===== src/rtl/alu_exec_mc_if.sv =====
// Request/response bundle for the multi-cycle ALU execute unit.
// The master modport is the requester side; the slave modport is the ALU itself.
interface alu_exec_mc_if #(
   parameter int WIDTH = 32
);
   logic             start;
   logic [1:0]       Op_ALU;
   logic [15:0]      Campo_16_Bits;
   logic [WIDTH-1:0] A;
   logic [WIDTH-1:0] B;
   logic             ready;
   logic             valid_out;
   logic [WIDTH-1:0] resultado;
   logic             zero;
   logic [3:0]       saida_alu_control;
   logic [WIDTH-1:0] hi;
   logic [WIDTH-1:0] lo;
   logic             illegal;

   modport master (
      output start, Op_ALU, Campo_16_Bits, A, B,
      input  ready, valid_out, resultado, zero, saida_alu_control, hi, lo, illegal
   );

   modport slave (
      input  start, Op_ALU, Campo_16_Bits, A, B,
      output ready, valid_out, resultado, zero, saida_alu_control, hi, lo, illegal
   );
endinterface


===== src/rtl/alu_exec_mc.sv =====
// MIPS-style ALU execute stage: single-cycle logic/arith ops plus an optional
// shift-add multiplier with HI/LO registers, enabled by defining ALU_EXEC_MULT_EN.
module alu_exec_mc #(
   parameter int WIDTH = 32
) (
   input logic         clock,
   input logic         reset_n,
   alu_exec_mc_if.slave bus
);

   localparam logic [3:0] OP_AND  = 4'b0000;
   localparam logic [3:0] OP_OR   = 4'b0001;
   localparam logic [3:0] OP_ADD  = 4'b0010;
   localparam logic [3:0] OP_SUB  = 4'b0110;
   localparam logic [3:0] OP_SLT  = 4'b0111;
   localparam logic [3:0] OP_MFHI = 4'b1010;
   localparam logic [3:0] OP_MFLO = 4'b1011;
   localparam logic [3:0] OP_NOR  = 4'b1100;
   localparam logic [3:0] OP_ILL  = 4'b1111;
`ifdef ALU_EXEC_MULT_EN
   localparam logic [3:0] OP_MULT  = 4'b1000;
   localparam logic [3:0] OP_MULTU = 4'b1001;
   localparam int         CNT_W    = (WIDTH > 1) ? $clog2(WIDTH) : 1;
`endif

   typedef enum logic [1:0] {IDLE, MUL, DONE} state_t;

   function automatic logic [3:0] alu_decode(input logic [1:0] op, input logic [5:0] funct);
      logic [3:0] code;
      case (op)
         2'b00: code = OP_ADD;
         2'b01: code = OP_SUB;
         2'b10: begin
            case (funct)
               6'b100000: code = OP_ADD;
               6'b100010: code = OP_SUB;
               6'b100100: code = OP_AND;
               6'b100101: code = OP_OR;
               6'b101010: code = OP_SLT;
               6'b100111: code = OP_NOR;
`ifdef ALU_EXEC_MULT_EN
               6'b010000: code = OP_MFHI;
               6'b010010: code = OP_MFLO;
               6'b011000: code = OP_MULT;
               6'b011001: code = OP_MULTU;
`endif
               default:   code = OP_ILL;
            endcase
         end
         default: code = OP_ILL;
      endcase
      return code;
   endfunction

   state_t                  state, next_state;
   logic                    ready_c, accept, single_acc, mul_req;
   logic [3:0]              dec_code;
   logic signed [WIDTH-1:0] a_s, b_s;
   logic [WIDTH-1:0]        alu_res;
   logic [WIDTH-1:0]        hi_q, lo_q;
   logic                    vld_p1, zero_p1, ill_p1;
   logic [WIDTH-1:0]        res_p1;
   logic [3:0]              code_p1;
   logic                    unused_field;

   // Only the funct bits of the immediate field are meaningful here.
   assign unused_field = ^bus.Campo_16_Bits[15:6];

   assign dec_code   = alu_decode(bus.Op_ALU, bus.Campo_16_Bits[5:0]);
   assign a_s        = bus.A;
   assign b_s        = bus.B;
   assign single_acc = accept & ~mul_req;

   always_comb begin
      alu_res = '0;
      case (dec_code)
         OP_ADD:  alu_res = bus.A + bus.B;
         OP_SUB:  alu_res = bus.A - bus.B;
         OP_AND:  alu_res = bus.A & bus.B;
         OP_OR:   alu_res = bus.A | bus.B;
         OP_NOR:  alu_res = ~(bus.A | bus.B);
         OP_SLT:  alu_res = {{(WIDTH-1){1'b0}}, (a_s < b_s)};
         OP_MFHI: alu_res = hi_q;
         OP_MFLO: alu_res = lo_q;
         default: alu_res = '0;
      endcase
   end

`ifdef ALU_EXEC_MULT_EN
   function automatic logic [WIDTH-1:0] magnitude(input logic signed [WIDTH-1:0] v);
      logic [WIDTH-1:0] m;
      m = v[WIDTH-1] ? $unsigned(-v) : $unsigned(v);
      return m;
   endfunction

   function automatic logic [2*WIDTH-1:0] cond_neg(input logic [2*WIDTH-1:0] p, input logic n);
      return n ? -p : p;
   endfunction

   logic                   ld_mul, iter, finish;
   logic [CNT_W-1:0]       cnt;
   logic [WIDTH-1:0]       mcand_p0, prod_hi_p0, prod_lo_p0;
   logic                   neg_p0;
   logic [WIDTH:0]         step_sum;
   logic [2*WIDTH-1:0]     prod_fin;

   assign mul_req  = (dec_code == OP_MULT) || (dec_code == OP_MULTU);
   assign step_sum = {1'b0, prod_hi_p0} + (prod_lo_p0[0] ? {1'b0, mcand_p0} : '0);
   assign prod_fin = cond_neg({prod_hi_p0, prod_lo_p0}, neg_p0);

   // Stage p0: iterative shift-add on magnitudes; the sign is applied once at the end.
   always_ff @(posedge clock or negedge reset_n) begin
      if (!reset_n) begin
         cnt        <= '0;
         mcand_p0   <= '0;
         prod_hi_p0 <= '0;
         prod_lo_p0 <= '0;
         neg_p0     <= 1'b0;
      end else if (ld_mul) begin
         cnt        <= '0;
         prod_hi_p0 <= '0;
         if (dec_code == OP_MULT) begin
            mcand_p0   <= magnitude(a_s);
            prod_lo_p0 <= magnitude(b_s);
            neg_p0     <= a_s[WIDTH-1] ^ b_s[WIDTH-1];
         end else begin
            mcand_p0   <= bus.A;
            prod_lo_p0 <= bus.B;
            neg_p0     <= 1'b0;
         end
      end else if (iter) begin
         prod_hi_p0 <= step_sum[WIDTH:1];
         prod_lo_p0 <= {step_sum[0], prod_lo_p0[WIDTH-1:1]};
         cnt        <= cnt + CNT_W'(1);
      end
   end
`else
   assign mul_req = 1'b0;
   assign hi_q    = '0;
   assign lo_q    = '0;
`endif

   always_ff @(posedge clock or negedge reset_n) begin
      if (!reset_n) state <= IDLE;
      else          state <= next_state;
   end

   always_comb begin
      next_state = state;
      ready_c    = 1'b0;
      accept     = 1'b0;
`ifdef ALU_EXEC_MULT_EN
      ld_mul     = 1'b0;
      iter       = 1'b0;
      finish     = 1'b0;
`endif
      case (state)
         IDLE: begin
            ready_c = 1'b1;
            if (bus.start) begin
               accept = 1'b1;
`ifdef ALU_EXEC_MULT_EN
               if (mul_req) begin
                  ld_mul     = 1'b1;
                  next_state = MUL;
               end
`endif
            end
         end
`ifdef ALU_EXEC_MULT_EN
         MUL: begin
            iter = 1'b1;
            if (cnt == CNT_W'(WIDTH-1)) next_state = DONE;
         end
         DONE: begin
            finish     = 1'b1;
            next_state = IDLE;
         end
`endif
         default: next_state = IDLE;
      endcase
   end

   // Stage p1: registered results, visible the cycle after the accept or finish edge.
   always_ff @(posedge clock or negedge reset_n) begin
      if (!reset_n) begin
         vld_p1  <= 1'b0;
         res_p1  <= '0;
         zero_p1 <= 1'b1;
         ill_p1  <= 1'b0;
         code_p1 <= '0;
`ifdef ALU_EXEC_MULT_EN
         hi_q    <= '0;
         lo_q    <= '0;
`endif
      end else begin
         vld_p1 <= 1'b0;
         if (accept) code_p1 <= dec_code;
         if (single_acc) begin
            res_p1  <= alu_res;
            zero_p1 <= (alu_res == '0);
            ill_p1  <= (dec_code == OP_ILL);
            vld_p1  <= 1'b1;
         end
`ifdef ALU_EXEC_MULT_EN
         if (finish) begin
            hi_q    <= prod_fin[2*WIDTH-1:WIDTH];
            lo_q    <= prod_fin[WIDTH-1:0];
            res_p1  <= prod_fin[WIDTH-1:0];
            zero_p1 <= (prod_fin[WIDTH-1:0] == '0);
            ill_p1  <= 1'b0;
            vld_p1  <= 1'b1;
         end
`endif
      end
   end

   assign bus.ready             = ready_c;
   assign bus.valid_out         = vld_p1;
   assign bus.resultado         = res_p1;
   assign bus.zero              = zero_p1;
   assign bus.illegal           = ill_p1;
   assign bus.saida_alu_control = code_p1;
   assign bus.hi                = hi_q;
   assign bus.lo                = lo_q;

endmodule

===== src/flat_wrapper.sv =====
// flat-port wrapper written by rule: the top's interface ports become plain ports
module alu_exec_mc_flat 
#(
   parameter int WIDTH = 32
)
  (clock, reset_n, bus_start, bus_Op_ALU, bus_Campo_16_Bits, bus_A, bus_B, bus_ready, bus_valid_out, bus_resultado, bus_zero, bus_saida_alu_control, bus_hi, bus_lo, bus_illegal);
  alu_exec_mc_if #(.WIDTH(WIDTH)) bus_i ();
  input logic clock;
  input logic reset_n;
  input wire logic [$bits(bus_i.start)-1:0] bus_start;
  input wire logic [$bits(bus_i.Op_ALU)-1:0] bus_Op_ALU;
  input wire logic [$bits(bus_i.Campo_16_Bits)-1:0] bus_Campo_16_Bits;
  input wire logic [$bits(bus_i.A)-1:0] bus_A;
  input wire logic [$bits(bus_i.B)-1:0] bus_B;
  output wire logic [$bits(bus_i.ready)-1:0] bus_ready;
  output wire logic [$bits(bus_i.valid_out)-1:0] bus_valid_out;
  output wire logic [$bits(bus_i.resultado)-1:0] bus_resultado;
  output wire logic [$bits(bus_i.zero)-1:0] bus_zero;
  output wire logic [$bits(bus_i.saida_alu_control)-1:0] bus_saida_alu_control;
  output wire logic [$bits(bus_i.hi)-1:0] bus_hi;
  output wire logic [$bits(bus_i.lo)-1:0] bus_lo;
  output wire logic [$bits(bus_i.illegal)-1:0] bus_illegal;
  assign bus_i.start = bus_start;
  assign bus_i.Op_ALU = bus_Op_ALU;
  assign bus_i.Campo_16_Bits = bus_Campo_16_Bits;
  assign bus_i.A = bus_A;
  assign bus_i.B = bus_B;
  assign bus_ready = bus_i.ready;
  assign bus_valid_out = bus_i.valid_out;
  assign bus_resultado = bus_i.resultado;
  assign bus_zero = bus_i.zero;
  assign bus_saida_alu_control = bus_i.saida_alu_control;
  assign bus_hi = bus_i.hi;
  assign bus_lo = bus_i.lo;
  assign bus_illegal = bus_i.illegal;
  alu_exec_mc #(.WIDTH(WIDTH)) u_core (.clock(clock), .reset_n(reset_n), .bus(bus_i));
endmodule

===== config.mk =====
export PLATFORM = sky130hd
export DESIGN_NAME = alu_exec_mc_flat
export DESIGN_NICKNAME = d
export VERILOG_FILES = /design/src/rtl/alu_exec_mc_if.sv /design/src/rtl/alu_exec_mc.sv /design/src/flat_wrapper.sv
export SDC_FILE = /design/constraint.sdc
export NUM_CORES = 1
export LEC_CHECK = 0
export ABC_AREA = 1
export CAP_MARGIN = 10
export CORE_ASPECT_RATIO = 1.5
export CORE_MARGIN = 5
export CORE_UTILIZATION = 40
export CTS_CLUSTER_SIZE = 28
export DETAILED_ROUTE_END_ITERATION = 10
export GPL_TIMING_DRIVEN = 0
export PLACE_DENSITY_LB_ADDON = 0.2
export SLEW_MARGIN = 5
export SYNTH_ARGS = -nofsm -noshare
export SYNTH_HDL_FRONTEND = slang
export SYNTH_SLANG_ARGS = --single-unit

===== constraint.sdc =====
create_clock -name clock -period 0.8 [get_ports clock]
set_clock_uncertainty 0.05 [all_clocks]
set_input_delay 0.16 -clock clock [delete_from_list [all_inputs] [get_ports clock]]
set_output_delay 0.16 -clock clock [all_outputs]
set_load 0.005 [all_outputs]

**Run 1: signal wires on met1**

The bar under the picture is 50 um long. Cells faint in the background.
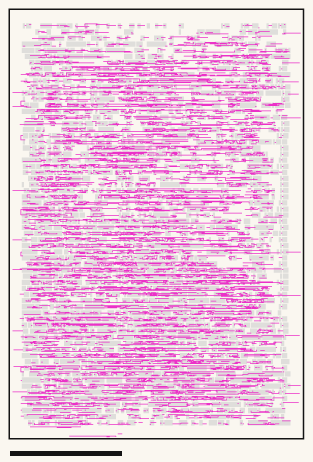
wire length on this layer = 14700 um
longest straight run = 56.1 um
main direction = horizontal
Total Wirelength: 45400 um
GR Layer Usage met1: 33.6%

**Run 1: met2 routing**

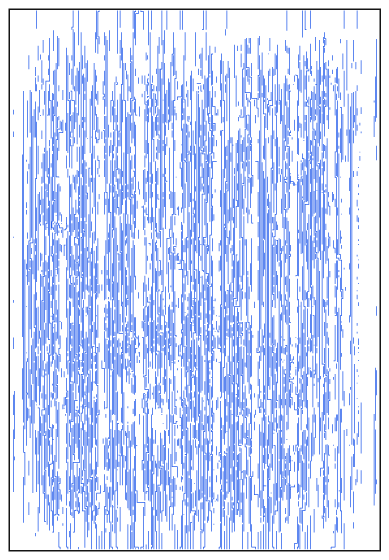
nets with wire on the layer = 1828
share of all routed wire = 51%
longest straight run = 124 um
wire length on this layer = 23.4 mm
total number of vias: 11900
met2 GRT Util: 60.7%

==> impl_metrics.csv, run 1 <==
group,metric,value,unit
final_timing,hold_viol,38,
floorplan,rows,66,
logic_synthesis,synth_area,8700,um2
logic_synthesis,ys.warnings.count,0,
cts,cts_buffer_depth,2,
final_timing,hold_ws,-0.0480,ns
power_and_ir_drop,internal_power,0.00842,W
cells_and_area,stdcell_count,2238,
global_routing,antenna_found_initial,0,
final_timing,maxSlewHeadroom,39.1,%
worst_setup_path,worst_setup_path_start_kind,"input pin",
logic_synthesis,synth.distinct_cells,41,
power_and_ir_drop,p_clk_share,12.3,%
logic_synthesis,synthArstFlopShare,100,%
logic_synthesis,synth_top_area_share,23.3,%
run_status,outcome,"finished with violations",
logic_synthesis,ys_cells,1588,
drt,top_layer,"met4",
logic_synthesis,synthXorXnorAreaFrac,1.91,%
cts,root_buffer,"clkbuf_16",
drt,antenna_left,0,
logic_synthesis,simple_gate_area_share,44.6,%
final_timing,finalSetupViolCount,77,
worst_setup_path,end_kind,"register",
final_timing,worst_pin_slew,0.914,ns
final_timing,slew_violations,0,
cells_and_area,layout.cells.most_common,"nand2_1",
drt,drc,0,
placed_design,hpwl,32200,um
floorplan,die_h,191,um
power_and_ir_drop,powerDensity,992,nW/um2
logic_synthesis,synthTopCellsByCount,"540 x nand2_1, 262 x inv_1, 157 x nor2_1, 152 x nand3_1, 96 x ha_1",
power_and_ir_drop,seq_power_share,14.8,%
global_routing,first_global_vias,11300,
cts,tritoncts,"yes",
cells_and_area,final_cell_mix,"337 x nand2_1, 213 x buf_4, 146 x nand2_2, 144 x inv_1, 78 x nor2_4",
floorplan,fp.dieW,130,um
run,max_cap_violations,0,
cells_and_area,synthToLayoutAreaGrowth,86.3,%
floorplan,initial_core_util,40.4,%
cts,cts_sinks,39,
logic_synthesis,synth_cells,1588,
logic_synthesis,syn-mean-instance-area,5.48,um2
cts,clock_latency,0.29,ns
global_routing,grt_max_degree,40,
drt,route.met2.wl,23400,um
final_timing,fin_crit,2.26,ns
logic_synthesis,area_leaders,"nand2_1 23%, ha_1 14%, inv_1 11%",
run,warnings,104,
logic_synthesis,yosys-stat-area,8700,um2
drt,via_per_inst,5.30,
drt,wl_per_cell,20.3,um
drt,met1Wirelength,14700,um
floorplan,pin_count,189,
power_and_ir_drop,ir_worst_vdd,1230,uV
logic_synthesis,ys_ff,39,
power_and_ir_drop,p_total,0.0161,W
placed_design,place_congestion,0.949,
worst_setup_path,worstPathArrival,2.44,ns
global_routing,grt_usage,33.2,%
cells_and_area,fin_area,16200,um2
logic_synthesis,yosys.area_share.aoi,8.25,%
final_timing,rsz0062_at_grt,"true",
placed_design,placed_area,11800,um2
cells_and_area,final_util,75.2,%
cts,h-tree-depth,2,
drt,first_pass_iters,7,
drt,met3_length,2790,um
floorplan,die-area,24900,um2
global_routing,grt.busiest_layer,"met2",
final_timing,layout_worst_path_cycle_share,282,%
power_and_ir_drop,sw_frac_of_total,47.7,%
run_status,violations,"negative hold slack, negative setup slack",
final_timing,max_freq,443,MHz
placed_design,port_buffers,113,
cts,cts_buffers,5,
placed_design,dp.cells,2036,
logic_synthesis,largest_area_cell,"nand2_1",
logic_synthesis,ys_sh_mux,0,%
power_and_ir_drop,power_switching,0.00767,W
floorplan,coreArea,21600,um2
cells_and_area,fin_nets,2148,
worst_setup_path,critPathMaxFanout,8,
power_and_ir_drop,power.leakage,8.28,nW
cells_and_area,drive_above_1_share,56.7,%
logic_synthesis,yosysSeqAreaShare,11.2,%
drt,drt-initial-drc-count,628,
global_routing,grt_pass1_wl,62600,um
logic_synthesis,flop_cell,"dfrtp_1",
final_timing,fin_ws,-1.46,ns
cells_and_area,seq_area,977,um2
power_and_ir_drop,p_comb_share,72.9,%
logic_synthesis,synth-adder-area-share,14.3,%
cts,clkTransAtPathRegs,0.06,ns
logic_synthesis,edf_count,0,
final_timing,tns,-46.87,ns
cells_and_area,n_fill_cell,1621,
cells_and_area,logic_area,9650,um2
min_path,hold_class,"input pin to asynchronous set/reset pin",
cells_and_area,antenna_cells,0,
**Run 1: M3 wires**

The bar under the picture is 50 um long.
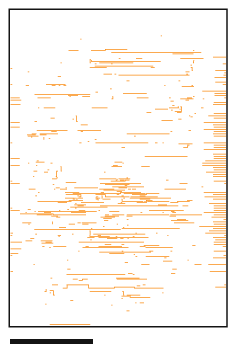
nets with wire on the layer = 278
wire length on this layer = 2790 um
global-route met3 utilization: 3.59%

==> run 1: power groups by stage <==
stage | logic [W] | clock network, W | registers, W
global route | 0.0123 | 0.00205 | 0.00240
finish | 0.0117 | 0.00199 | 0.00238
CTS | 0.0104 | 0.00197 | 0.00237
floorplan | 0.00482 | 0 | 0.00241
global placement | 0.00757 | 0 | 0.00240
detailed placement | 0.00761 | 0 | 0.00241
==> run 1: worst max-delay path, cell delays in order <==
cell and delay (ns):
buf_12 0.11, nor2_4 0.19, buf_6 0.13, nand3_4 0.07
nand2_1 0.11, inv_1 0.07, nand4_1 0.22, buf_4 0.18
nor2_4 0.04, buf_6 0.15, nand2_1 0.09, nand3_2 0.10
nor2_4 0.21, nand2_2 0.12, nor2_4 0.16, nand3_2 0.08
nor2_1 0.11, nand2_1 0.07, nand2_1 0.06
==> run 1: final timing paths <==
path | slack [ns] | depth (start not counted) | from | end
max | -1.46 | 19 | bus_Campo_16_Bits[4] | u_core.bus.zero
min | -0.05 | 1 | reset_n | u_core.bus.resultado[7]
max reg2reg | -0.09 | 3 | u_core.bus.illegal | u_core.bus.illegal
min reg2reg | 0.43 | 2 | u_core.bus.resultado[17] | u_core.bus.resultado[17]
max in group asynchronous | 0.17 | 1 | reset_n | u_core.bus.resultado[17]
min in group clock | 0.02 | 1 | bus_start | u_core.bus.valid_out
==> run 1: area by class of cell <==
type | count | area share, %
multi-input combinational | 1237 | 59.5
sequential | 39 | 6.03
timing repair buffer | 320 | 17.9
tap | 272 | 2.10
buffer | 95 | 5.96
inverter | 267 | 7.65
clock buffer | 6 | 0.795
clock inverter | 2 | 0.0772
==> run 1: timing repair <==
action,4_1_cts,5_1_grt
hold endpoints to repair,38,0
pin swaps,256,120
gates resized,957,256
setup buffers,144,60
endpoints found under the setup margin,77,77
cloned,7,1
==> run 2: changes to the inputs <==
--- a/config.mk
+++ b/config.mk
@@ -9,7 +9,8 @@
 export CAP_MARGIN = 10
 export CORE_ASPECT_RATIO = 1.5
 export CORE_MARGIN = 5
-export CORE_UTILIZATION = 40
+export CORE_UTILIZATION = 48
+export CTS_CLUSTER_DIAMETER = 80
 export CTS_CLUSTER_SIZE = 28
 export DETAILED_ROUTE_END_ITERATION = 10
 export GPL_TIMING_DRIVEN = 0
==> run 2 against run 1 <==
Synthesized cell count did not move. Area after synthesis unchanged. The run now fails in global routing (5_1_grt).
==> impl_metrics.csv, run 2 <==
group,metric,value,unit
placed_design,hpwl,31000,um
run_status,haltStage,"global routing (5_1_grt)",
floorplan,die_h,175,um
logic_synthesis,logic_family,"simple AND/OR/NAND/NOR gates",
logic_synthesis,edf_count,0,
placed_design,placed_area,11700,um2
logic_synthesis,synth_area,8700,um2
cts,h-tree-depth,2,
logic_synthesis,largest_area_cell,"nand2_1",
cts,cts_buffers,5,
logic_synthesis,ys.warnings.count,0,
logic_synthesis,yosys-stat-area,8700,um2
logic_synthesis,yosysSeqAreaShare,11.2,%
logic_synthesis,synth_top_area_share,23.3,%
cts,cts_buffer_depth,2,
global_routing,grt_usage,70.1,%
logic_synthesis,synth.distinct_cells,41,
floorplan,pin_count,189,
floorplan,initial_core_util,48.7,%
global_routing,grt_max_degree,40,
run_status,toolErrorMsg,"[ERROR GRT-0232] Routing congestion too high. Check the congestion heatmap in the GUI.",
run_status,outcome,"aborted with a tool error",
logic_synthesis,synthArstFlopShare,100,%
global_routing,grt_remaining_overflow,251,
placed_design,place_congestion,1.02,
logic_synthesis,synthXorXnorAreaFrac,1.91,%
logic_synthesis,synth-adder-area-share,14.3,%
final_timing,worst-ep-kind,"sequential cell input",
logic_synthesis,area_leaders,"nand2_1 23%, ha_1 14%, inv_1 11%",
logic_synthesis,simple_gate_area_share,44.6,%
logic_synthesis,flop_cell,"dfrtp_1",
placed_design,post-place-ws,-2.74,ns
logic_synthesis,synthTopCellsByCount,"540 x nand2_1, 262 x inv_1, 157 x nor2_1, 152 x nand3_1, 96 x ha_1",
logic_synthesis,ys_cells,1588,
floorplan,fp.dieW,120,um
logic_synthesis,yosys.area_share.aoi,8.25,%
logic_synthesis,ys_ff,39,
cts,root_buffer,"clkbuf_16",
floorplan,rows,60,
logic_synthesis,ys_sh_mux,0,%
cts,cts_sinks,39,
placed_design,dp.cells,1981,
placed_design,port_buffers,113,
logic_synthesis,synth_cells,1588,
final_timing,postGrtWorstEndpoint,"u_core.bus.zero$_DFFE_PN1P_/D",
logic_synthesis,syn-mean-instance-area,5.48,um2
logic_synthesis,post-synth-top-count-cell,"nand2_1",
-- run 2: cell counts after synthesis --
Identical to the previous run, type by type.
-- run 2: cell families after synthesis --
kind of cell    count (synthesis)
other cells                     2
simple gates                  925
xor+xnor                       19
buf+inv                       375
flops                          39
compound gates                130
fa+ha+maj                      98
-- run 2: metrics by stage --
stage,util (%),total power (W)
2_1_floorplan,-,0.00723
3_3_place_gp,65.7,0.00980
3_5_place_dp,65.7,0.00992
4_1_cts,81.2,0.0141
-- run 2: routing by layer --
| layer | GRT overflow | global-route usage, % |
|---|---|---|
| met2 | 147 | 92.2 |
| met4 | 98 | 72.5 |
| met3 | 4 | 50.0 |
| met5 | 0 | 18.0 |
| met1 | 2 | 67.1 |
-- run 2: timing repair --
item / CTS
buffers inserted: 129
setup endpoints to repair: 77
endpoints found under the hold margin: 38
cloned: 7
pin swaps: 203
resized: 836
==> run 3: changes to the inputs <==
--- a/config.mk
+++ b/config.mk
@@ -7,14 +7,11 @@
 export LEC_CHECK = 0
 export ABC_AREA = 1
 export CAP_MARGIN = 10
-export CORE_ASPECT_RATIO = 1.5
 export CORE_MARGIN = 5
-export CORE_UTILIZATION = 48
-export CTS_CLUSTER_DIAMETER = 80
-export CTS_CLUSTER_SIZE = 28
+export CORE_UTILIZATION = 40
 export DETAILED_ROUTE_END_ITERATION = 10
 export GPL_TIMING_DRIVEN = 0
-export PLACE_DENSITY_LB_ADDON = 0.2
+export PLACE_DENSITY_LB_ADDON = 0.15
 export SLEW_MARGIN = 5
 export SYNTH_ARGS = -nofsm -noshare
 export SYNTH_HDL_FRONTEND = slang
==> constraint.sdc (replaced) <==
create_clock -name clock -period 1.05 [get_ports clock]
set_clock_uncertainty 0.05 [all_clocks]
set_input_delay 0.21 -clock clock [delete_from_list [all_inputs] [get_ports clock]]
set_output_delay 0.21 -clock clock [all_outputs]
set_load 0.005 [all_outputs]
**Run 3: metal 4**

The bar under the picture is 50 um long.
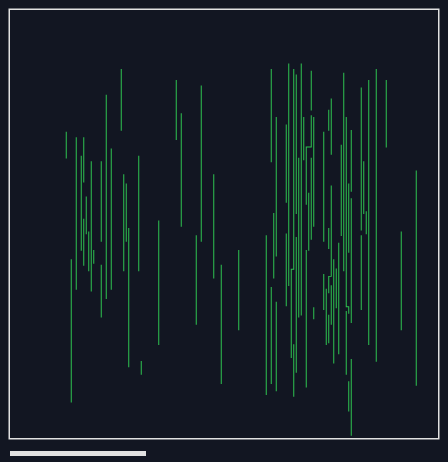
longest straight run = 107 um
nets with wire on the layer = 67
main direction = vertical
wire length on this layer = 2940 um
Total Wirelength: 45700 um
total number of vias: 12200

**Run 3: M3 wires**

The bar under the picture is 50 um long.
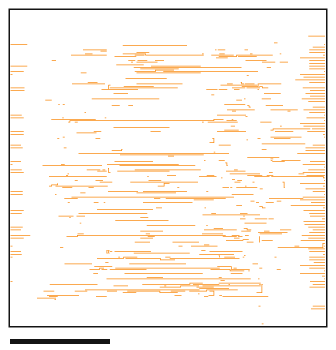
longest straight run = 80.7 um
main direction = horizontal
share of all routed wire = 8.8%
wire length on this layer = 4010 um
global-route met3 utilization: 2.86%

==> run 3 against run 2 <==
The flow now finishes with violations (negative hold slack, negative setup slack). Area after synthesis is the same. Synthesized cell count is the same.
==> impl_metrics.csv, run 3 <==
group,metric,value,unit
worst_setup_path,slowest_delay,0.26,ns
drt,wl_per_cell,19.9,um
logic_synthesis,synth_top_area_share,23.3,%
cells_and_area,clock_buffers,5,
final_timing,hold_viol,1,
drt,drt-initial-drc-count,1013,
power_and_ir_drop,pg_seq,0.00181,W
drt,first_pass_iters,5,
cells_and_area,seq_area,977,um2
floorplan,pin_count,189,
worst_setup_path,required,1.24,ns
drt,drc,0,
worst_setup_path,path_cells,"clkbuf_4 > inv_2 > nand2_1 > nand3_4 > nand2_4 > nand2_2 > nand2_2 > nand2_4 > buf_12 > nor2_4 > buf_4 > buf_8 > nand3_2 > nand2_2 > nor2_4 > nand2_1 > nor2_2 > nand2_2 > nor3_2 > nand2_1 > nand2_1",
cells_and_area,largest_reg_flops,32,
min_path,hold_start,"bus_start",
worst_setup_path,timing.rr.end,"u_core.bus.resultado[1]",
logic_synthesis,edf_count,0,
logic_synthesis,synthTopCellsByCount,"540 x nand2_1, 262 x inv_1, 157 x nor2_1, 152 x nand3_1, 96 x ha_1",
cells_and_area,n_all_inverters,267,
cells_and_area,drive_above_1_share,55.8,%
power_and_ir_drop,pg_comb,0.00898,W
min_path,hold_depth,1,
run_status,violations,"negative hold slack, negative setup slack",
final_timing,fin_crit,2.52,ns
logic_synthesis,synthArstFlopShare,100,%
logic_synthesis,flop_cell,"dfrtp_1",
worst_setup_path,worstPathArrival,2.71,ns
power_and_ir_drop,p_comb_share,71.4,%
min_path,hold_class,"input pin to register",
cells_and_area,logic_area,9470,um2
cells_and_area,buffers_excl_clock,462,
worst_setup_path,worst_setup_path_start_kind,"input pin",
worst_setup_path,r2r_setup_slack,0.06,ns
global_routing,antenna_found_initial,0,
cts,hold_buffers,1,
power_and_ir_drop,sw_frac_of_total,46.6,%
cells_and_area,stdcell_count,2293,
floorplan,die_h,158,um
power_and_ir_drop,power_switching,0.00586,W
cells_and_area,largestClassByArea,"multi-input combinational cells",
cts,cts_resized,918,
cells_and_area,fin_nets,2195,
final_timing,slew_violations,0,
run,warnings,103,
logic_synthesis,yosysSeqAreaShare,11.2,%
logic_synthesis,ys.warnings.count,0,
cells_and_area,sh_seq_area,5.96,%
cells_and_area,synthToLayoutAreaGrowth,88.2,%
logic_synthesis,area_leaders,"nand2_1 23%, ha_1 14%, inv_1 11%",
run_status,outcome,"finished with violations",
cells_and_area,final_cell_mix,"350 x nand2_1, 256 x buf_4, 145 x inv_1, 136 x nand2_2, 82 x nor2_4",
drt,antenna_left,0,
power_and_ir_drop,internal_power,0.00672,W
cts,clkTransAtPathRegs,0.06,ns
drt,via_per_inst,5.31,
final_timing,layout_worst_path_cycle_share,240,%
global_routing,grt_pass1_wl,61500,um
floorplan,initial_core_util,40.3,%
cells_and_area,antenna_cells,0,
cells_and_area,nonClkBufAreaFrac,25.5,%
worst_setup_path,critPathMaxFanout,6,
run,max_cap_violations,0,
cts,cts_buffers,5,
placed_design,hpwl,30200,um
final_timing,fin_ws,-1.47,ns
final_timing,worst_pin_slew,0.614,ns
final_timing,max_freq,397,MHz
power_and_ir_drop,powerDensity,768,nW/um2
floorplan,coreArea,21600,um2
cts,h-tree-depth,2,
worst_setup_path,end_kind,"register",
worst_setup_path,cpMaxStageDelayCell,"nor2_2",
cts,root_buffer,"clkbuf_16",
power_and_ir_drop,pg_clk,0.00178,W
power_and_ir_drop,p_clk_share,14.2,%
logic_synthesis,post-synth-top-count-cell,"nand2_1",
global_routing,grt_usage,32.0,%
global_routing,grt_max_degree,24,
cells_and_area,final_util,75.8,%
logic_synthesis,synth_area,8700,um2
cells_and_area,layout.cells.most_common,"nand2_1",
power_and_ir_drop,power.leakage,8.52,nW
logic_synthesis,syn-mean-instance-area,5.48,um2
cts,cts_sinks,39,
placed_design,post-place-ws,-2.72,ns
placed_design,dp.cells,2045,
worst_setup_path,reg2regPathDepth,4,
floorplan,die-area,24800,um2
cts,cts_buffer_depth,2,
final_timing,hold_ws,-0.00326,ns
cts,clock_latency,0.29,ns
logic_synthesis,largest_area_cell,"nand2_1",
final_timing,maxSlewHeadroom,59.1,%
cells_and_area,comb_area_share,57.8,%
cts,tritoncts,"yes",
logic_synthesis,synth_cells,1588,
min_path,min_to,"u_core.bus.valid_out",
floorplan,taps,280,
placed_design,place_congestion,0.980,
worst_setup_path,regToRegStartpoint,"u_core.bus.resultado[1]",
cells_and_area,logic_gate_count,1237,
worst_setup_path,worstSetupPathType,"input pin to register",
power_and_ir_drop,seq_power_share,14.4,%
global_routing,grt_remaining_overflow,0,
cells_and_area,clk_share,1.03,%
final_timing,rsz0062_at_grt,"true",
floorplan,rows,54,
cells_and_area,ff_count,39,
cts,cts_setup_buffers,157,
power_and_ir_drop,ir_worst_vdd,631,uV
placed_design,port_buffers,113,
logic_synthesis,synth.distinct_cells,41,
final_timing,finalSetupViolCount,73,
logic_synthesis,ys_cells,1588,
floorplan,fp.dieW,158,um
logic_synthesis,yosys-stat-area,8700,um2
logic_synthesis,ys_ff,39,
cells_and_area,n_fill_cell,1576,
power_and_ir_drop,maxPowerGroup,"combinational logic",
global_routing,first_global_vias,11200,
==> run 3: cell counts after synthesis <==
No cell type changed its count.
==> run 3: how the worst max path moves through the flow <==
stage                                 end                  from  cells after the start  slack [ns]
after floorplan           u_core.bus.zero              bus_A[0]                     22       -0.99
after global placement    u_core.bus.zero              bus_A[0]                     21       -2.72
after detailed placement  u_core.bus.zero              bus_A[0]                     21       -2.72
after CTS                 u_core.bus.zero              bus_A[0]                     21       -1.15
after global routing      u_core.bus.zero             bus_B[12]                     19       -1.58
final                     u_core.bus.zero  bus_Campo_16_Bits[0]                     21       -1.47
==> run 3: logic make-up after synthesis <==
| group | count (synthesis) | synth area share, % |
|---|---|---|
| AOI/OAI and AO/OA | 130 | 8.25 |
| xor gates and xnor gates | 19 | 1.91 |
| adders and majority gates | 98 | 14.3 |
| buffers and inverters | 375 | 19.7 |
| DFF | 39 | 11.2 |
| other | 2 | 0.0863 |
| and+or+nand+nor | 925 | 44.6 |
==> run 3: metrics by stage <==
step	hold WS [ns]	total power, W	instance area, um2	TNS (ns)
detailed placement	0.116	0.00749	11700	-66.13
global placement	0.408	0.00744	11700	-113.17
floorplan	-0.136	0.00548	10200	-20.31
CTS	0.0988	0.0110	14600	-26.84
finish	-0.00326	0.0126	16400	-35.55
global route	0.00100	0.0132	16400	-38.05
==> run 3: routing by layer <==
| layer | GRT usage [%] | part of all wire, % | vias up |
|---|---|---|---|
| li1 | - | - | 5607 |
| met2 | 52.8 | 46 | 638 |
| met4 | 14.0 | 6.4 | 0 |
| met3 | 2.86 | 8.8 | 173 |
| met1 | 42.6 | 39 | 5756 |
| met5 | 0 | 0 | - |
==> run 3: worst max-delay path: cells and delay by family <==
kind          cells  cell delay, ns
simple gates     16            1.82
buf+inv           5            0.66
No activity file was given, so power comes from the tool's default toggle rates.
